File: config.mk
export PLATFORM = sky130hd
export DESIGN_NAME = level_easy_seq
export DESIGN_NICKNAME = d
export VERILOG_FILES = /design/src/rtl/level_easy_seq.sv
export SDC_FILE = /design/constraint.sdc
export NUM_CORES = 1
export LEC_CHECK = 0
export CELL_PAD_IN_SITES_DETAIL_PLACEMENT = 0
export CELL_PAD_IN_SITES_GLOBAL_PLACEMENT = 1
export CORE_ASPECT_RATIO = 0.7
export CORE_MARGIN = 3
export CORE_UTILIZATION = 42
export DETAILED_ROUTE_END_ITERATION = 8
export MAX_ROUTING_LAYER = met4
export PLACE_DENSITY = 0.85
export SETUP_SLACK_MARGIN = 0.2
export SLEW_MARGIN = 20
export SYNTH_ARGS = -nofsm -noshare
export SYNTH_HDL_FRONTEND = slang
export SYNTH_SLANG_ARGS = --single-unit
export TNS_END_PERCENT = 50
File: constraint.sdc
create_clock -name Clk -period 2.8 [get_ports Clk]
set_input_delay 0.84 -clock Clk [delete_from_list [all_inputs] [get_ports Clk]]
set_output_delay 0.84 -clock Clk [all_outputs]
set_load 0.05 [all_outputs]
File: src/rtl/level_easy_seq.sv
// level_easy_seq: easy-level target generator and key checker; `LEVEL_REVEAL_EN` enables the reveal_sym hint.
// Latency: progress/guesses/levelDone/active update on the edge after key_valid; loading takes SEQ_LEN cycles.
// Backpressure: none; keys are taken every cycle in PLAY and silently dropped in all other states.
module level_easy_seq #(
  parameter int          SEQ_LEN     = 4,
  parameter int          SYM_W       = 3,
  parameter int          MAX_GUESSES = 3,
  parameter logic [7:0]  LFSR_SEED   = 8'hA5
) (
  input  logic             Clk,
  input  logic             reset,
  input  logic             levelStart,
  input  logic             key_valid,
  input  logic [SYM_W-1:0] key_sym,
  output logic             levelDone,
  output logic [2:0]       guesses,
  output logic [3:0]       progress,
  output logic             active,
  output logic [SYM_W-1:0] reveal_sym
);

  typedef enum logic [2:0] {S_IDLE, S_LOAD, S_PLAY, S_DONE, S_FAIL} state_t;

  localparam logic [3:0] LAST_IDX = 4'(SEQ_LEN - 1);
  localparam logic [3:0] SEQ_END  = 4'(SEQ_LEN);
  localparam logic [3:0] MAXG     = 4'(MAX_GUESSES);

  state_t                     state_q, state_d;
  logic [7:0]                 lfsr_q, lfsr_d;
  logic [3:0]                 idx_q, idx_d;
  logic [3:0]                 prog_q, prog_d;
  logic [2:0]                 guess_q, guess_d;
  logic [SEQ_LEN*SYM_W-1:0]   target_q, target_d;

  logic [7:0]       lfsr_shift;
  logic [SYM_W-1:0] cur_sym;

  // x^8+x^6+x^5+x^4+1, shifting left with feedback into bit 0
  assign lfsr_shift = {lfsr_q[6:0], lfsr_q[7] ^ lfsr_q[5] ^ lfsr_q[4] ^ lfsr_q[3]};
  assign cur_sym    = target_q[prog_q*SYM_W +: SYM_W];

  always_ff @(posedge Clk) begin
    if (reset) begin
      state_q  <= S_IDLE;
      lfsr_q   <= LFSR_SEED;
      idx_q    <= '0;
      prog_q   <= '0;
      guess_q  <= '0;
      target_q <= '0;
    end else begin
      state_q  <= state_d;
      lfsr_q   <= lfsr_d;
      idx_q    <= idx_d;
      prog_q   <= prog_d;
      guess_q  <= guess_d;
      target_q <= target_d;
    end
  end

  always_comb begin
    state_d  = state_q;
    lfsr_d   = lfsr_q;
    idx_d    = idx_q;
    prog_d   = prog_q;
    guess_d  = guess_q;
    target_d = target_q;
    case (state_q)
      S_IDLE: begin
        idx_d   = '0;
        prog_d  = '0;
        guess_d = '0;
        if (levelStart) state_d = S_LOAD;
      end
      S_LOAD: begin
        lfsr_d = lfsr_shift;
        target_d[idx_q*SYM_W +: SYM_W] = lfsr_shift[SYM_W-1:0];
        if (idx_q == LAST_IDX) begin
          idx_d   = '0;
          state_d = S_PLAY;
        end else begin
          idx_d = idx_q + 4'd1;
        end
      end
      S_PLAY: begin
        if (key_valid) begin
          if (key_sym == cur_sym) begin
            prog_d = prog_q + 4'd1;
            if (prog_d == SEQ_END) state_d = S_DONE;
          end else begin
            if (guess_q != 3'd7) guess_d = guess_q + 3'd1;
            if ({1'b0, guess_d} == MAXG) state_d = S_FAIL;
          end
        end
      end
      default: ;
    endcase
    // Dropping the enable wins over any key or load activity this cycle
    if (state_q != S_IDLE && !levelStart) begin
      state_d  = S_IDLE;
      lfsr_d   = lfsr_q;
      target_d = target_q;
      idx_d    = '0;
      prog_d   = '0;
      guess_d  = '0;
    end
  end

  assign levelDone = (state_q == S_DONE);
  assign active    = (state_q == S_PLAY);
  assign guesses   = guess_q;
  assign progress  = prog_q;

`ifdef LEVEL_REVEAL_EN
  assign reveal_sym = (state_q == S_PLAY) ? cur_sym : '0;
`else
  assign reveal_sym = '0;
`endif

endmodule

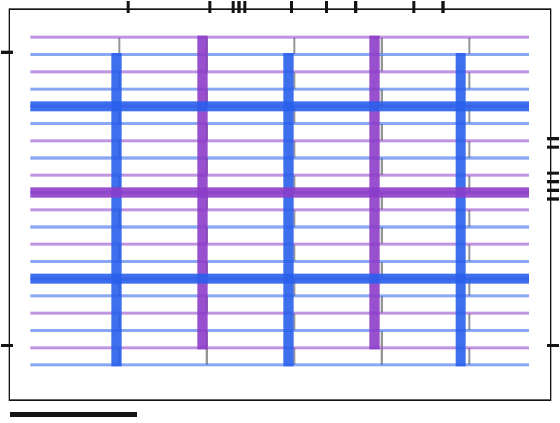
*Power grid*
The bar under the picture is 20 µm long. Pins as bars on the die edge. Tap cells in grey.
colour	net
blue	VSS
purple	VDD
signal pins	19
tap cells	52
met5 straps	3

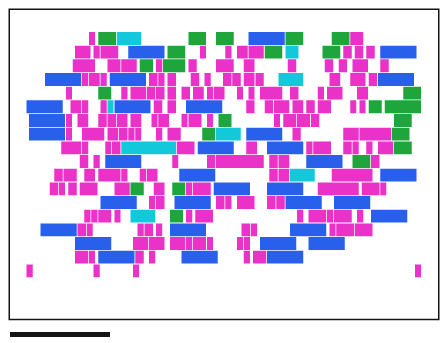
*Placed cells, one colour a class*
The bar under the picture is 20 µm long.
colour	class	cells
cyan	clock drivers and dummy loads	8
magenta	combinational and other logic	182
blue	sequential cells	34
green	remaining buffers and delay cells	23
standard-cell rows: 19
core region area: 4065 µm²
fraction of standard cell area that is sequential: 31.12%
Util after Layout: 53.80%

==> flow_results.xml <==
<?xml version="1.0" encoding="UTF-8"?>
<metrics>
  <group name="sta">
    <metric name="max_slew_headroom_at_the_worst_pin" unit="%">65.92</metric>
    <metric name="final-hold-violation-count" unit="">0</metric>
  </group>
  <group name="yosys">
    <metric name="top_cells_by_area" unit="">sky130_fd_sc_hd__dfxtp_1 (37%), sky130_fd_sc_hd__nand2_1 (6.1%), sky130_fd_sc_hd__a21oi_1 (5.4%), sky130_fd_sc_hd__mux2i_1 (5.4%), sky130_fd_sc_hd__nor2_1 (5.1%)</metric>
    <metric name="yosys-stat-area" unit="µm²">1843</metric>
    <metric name="synth.lib_cells_used.distinct" unit="">46</metric>
    <metric name="mappedNetlistArea" unit="µm²">1843</metric>
    <metric name="synth_flops" unit="">34</metric>
    <metric name="synth_top_area_share" unit="%">36.93</metric>
    <metric name="number_of_flops_mapped_to_enable_cells_by_yosys" unit="">0</metric>
  </group>
  <group name="worst_setup_path">
    <metric name="setup.worst_path.start_class" unit="">flip-flop</metric>
    <metric name="critical_path.cell_chain" unit="">clkdlybuf4s50_1</metric>
  </group>
  <group name="placed_design">
    <metric name="port_buffers" unit="">15</metric>
    <metric name="place.detailed.instances" unit="">291</metric>
  </group>
  <group name="final_layout">
    <metric name="mostFrequentLayoutCells" unit="">sky130_fd_sc_hd__dfxtp_1 (34), sky130_fd_sc_hd__nand2_1 (30), sky130_fd_sc_hd__nor2_1 (25)</metric>
    <metric name="antenna_cells" unit="">0</metric>
    <metric name="nNetsFinal" unit="">257</metric>
  </group>
  <group name="route">
    <metric name="finalWirelength" unit="µm">4242</metric>
    <metric name="detail_route.first_pass.iterations" unit="">4</metric>
    <metric name="detailed_route_vias_per_instance" unit="">5.538</metric>
  </group>
  <group name="global_routing">
    <metric name="grt_first_pass_wirelength" unit="µm">7010</metric>
    <metric name="grt_antenna_before_repair" unit="">0</metric>
    <metric name="via_count_of_the_first_global_routing_pass" unit="">1434</metric>
  </group>
  <group name="die">
    <metric name="core_util_at_fp" unit="%">45.34</metric>
    <metric name="chipWidth" unit="µm">85.18</metric>
  </group>
  <group name="clocking">
    <metric name="numCtsBuffers" unit="">5</metric>
    <metric name="tritoncts" unit="">yes</metric>
  </group>
  <group name="power_and_ir_drop">
    <metric name="net-switching-power" unit="mW">0.6535</metric>
    <metric name="cellInternalPower" unit="mW">1.056</metric>
    <metric name="share_seq_of_total_power" unit="%">34.7</metric>
  </group>
  <group name="status">
    <metric name="run_status" unit="">finished, final reports clean</metric>
  </group>
</metrics>
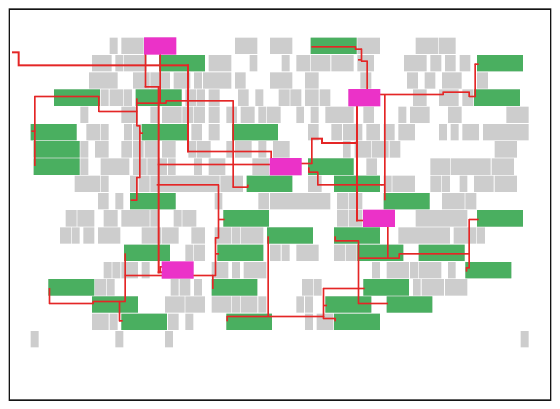
*Clock distribution*
[green] flip-flops | count: 34
[magenta] clock drivers | count: 5
[red] clock wires | length: 483 µm
routed clock nets	6

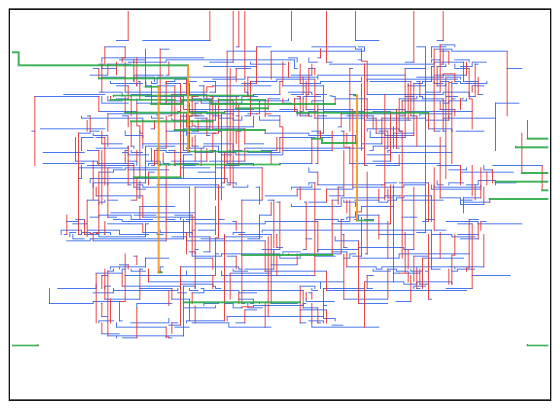
*Wiring by layer*
colour	layer	wire length
green	metal 3	304 µm
red	metal 2	1590 µm
blue	metal 1	2290 µm
orange	metal 4	62.6 µm

==> layout make-up <==
type	count	area [µm²]	share of cell area (%)
inverters	7	26.28	1.201
clock buffers	6	72.57	3.318
well taps	52	65.06	2.975
flip-flops and latches	34	680.7	31.12
repair buffers	23	222.7	10.18
clock inverters	2	37.54	1.716
multi-input cells	175	1082	49.49
==> stage by stage <==
stage	hold slack [ns]	cell area, µm²	power (mW)	util, %
final	0.4621	2187	1.709	53.80
after global routing	0.4841	2187	1.818	53.80
after CTS	0.4681	2185	1.710	53.74
after detailed placement	0.4523	2074	1.256	51.03
after global placement	0.4532	2074	1.263	51.03
after floorplan	0.4321	1851	1.040	-
==> flip-flops by register name, summed over array words and instances, names as in the netlist <==
signal,cells
state_q,3
idx_q,4
target_q,12
lfsr_q,8
guesses,3
progress,4
==> per-layer routing <==
layer | wire (µm) | track usage, % | up-vias
li1 | - | - | 838
met2 | 1587 | 22.23 | 46
met5 | 0 | - | -
met4 | 62 | 6.321 | 0
met3 | 304 | 4.679 | 8
met1 | 2287 | 26.55 | 764
==> cell usage after synthesis, types with 5 or more instances <==
cell type                  count
sky130_fd_sc_hd__nor2_1       25
sky130_fd_sc_hd__clkbuf_1      6
sky130_fd_sc_hd__inv_1         7
sky130_fd_sc_hd__nand3_1      10
sky130_fd_sc_hd__nor3_1        5
sky130_fd_sc_hd__nand2b_1      5
sky130_fd_sc_hd__mux2i_1      10
sky130_fd_sc_hd__o21ai_0      13
sky130_fd_sc_hd__nand2_1      30
sky130_fd_sc_hd__dfxtp_1      34
sky130_fd_sc_hd__a21oi_1      20
==> what timing repair did <==
action	4_1_cts	5_1_grt
hold buffers	0	0
gates resized	0	1
endpoints found under the setup margin	0	2
==> power by group through the flow <==
| stage | combinational, mW | clock, mW | sequential, mW |
|---|---|---|---|
| after detailed placement | 0.652 | 0 | 0.604 |
| after global placement | 0.658 | 0 | 0.604 |
| after CTS | 0.653 | 0.465 | 0.593 |
| after global routing | 0.728 | 0.488 | 0.602 |
| final | 0.661 | 0.455 | 0.593 |
| after floorplan | 0.422 | 0 | 0.619 |
==> logic make-up (layout without fill, tap and decap cells) <==
| group | after synthesis | after routing | synth area share (%) |
|---|---|---|---|
| adders and majority gates | 4 | 4 | 2.716 |
| muxes | 14 | 14 | 9.912 |
| AOI/OAI and AO/OA | 50 | 50 | 16.70 |
| other | 1 | 3 | 0.2035 |
| DFF | 34 | 34 | 36.93 |
| xor gates and xnor gates | 6 | 6 | 2.851 |
| and+or+nand+nor | 98 | 98 | 25.93 |
| buffers and inverters | 18 | 38 | 4.752 |
==> path summary, 6_finish.rpt <==
kind / from / endpoint / slack [ns] / cells after the start
worst max-delay path: progress[0]$_SDFFE_PP0P_ / progress[0] / 0.23 / 1
worst min-delay path: lfsr_q[2]$_SDFFE_PP1P_ / lfsr_q[3]$_SDFFE_PP0P_ / 0.46 / 2
worst max register to register: progress[0]$_SDFFE_PP0P_ / guesses[1]$_SDFFE_PP0P_ / 0.47 / 6
worst min register to register: lfsr_q[2]$_SDFFE_PP1P_ / lfsr_q[3]$_SDFFE_PP0P_ / 0.46 / 2
Power is estimated from default activity; no workload was simulated.
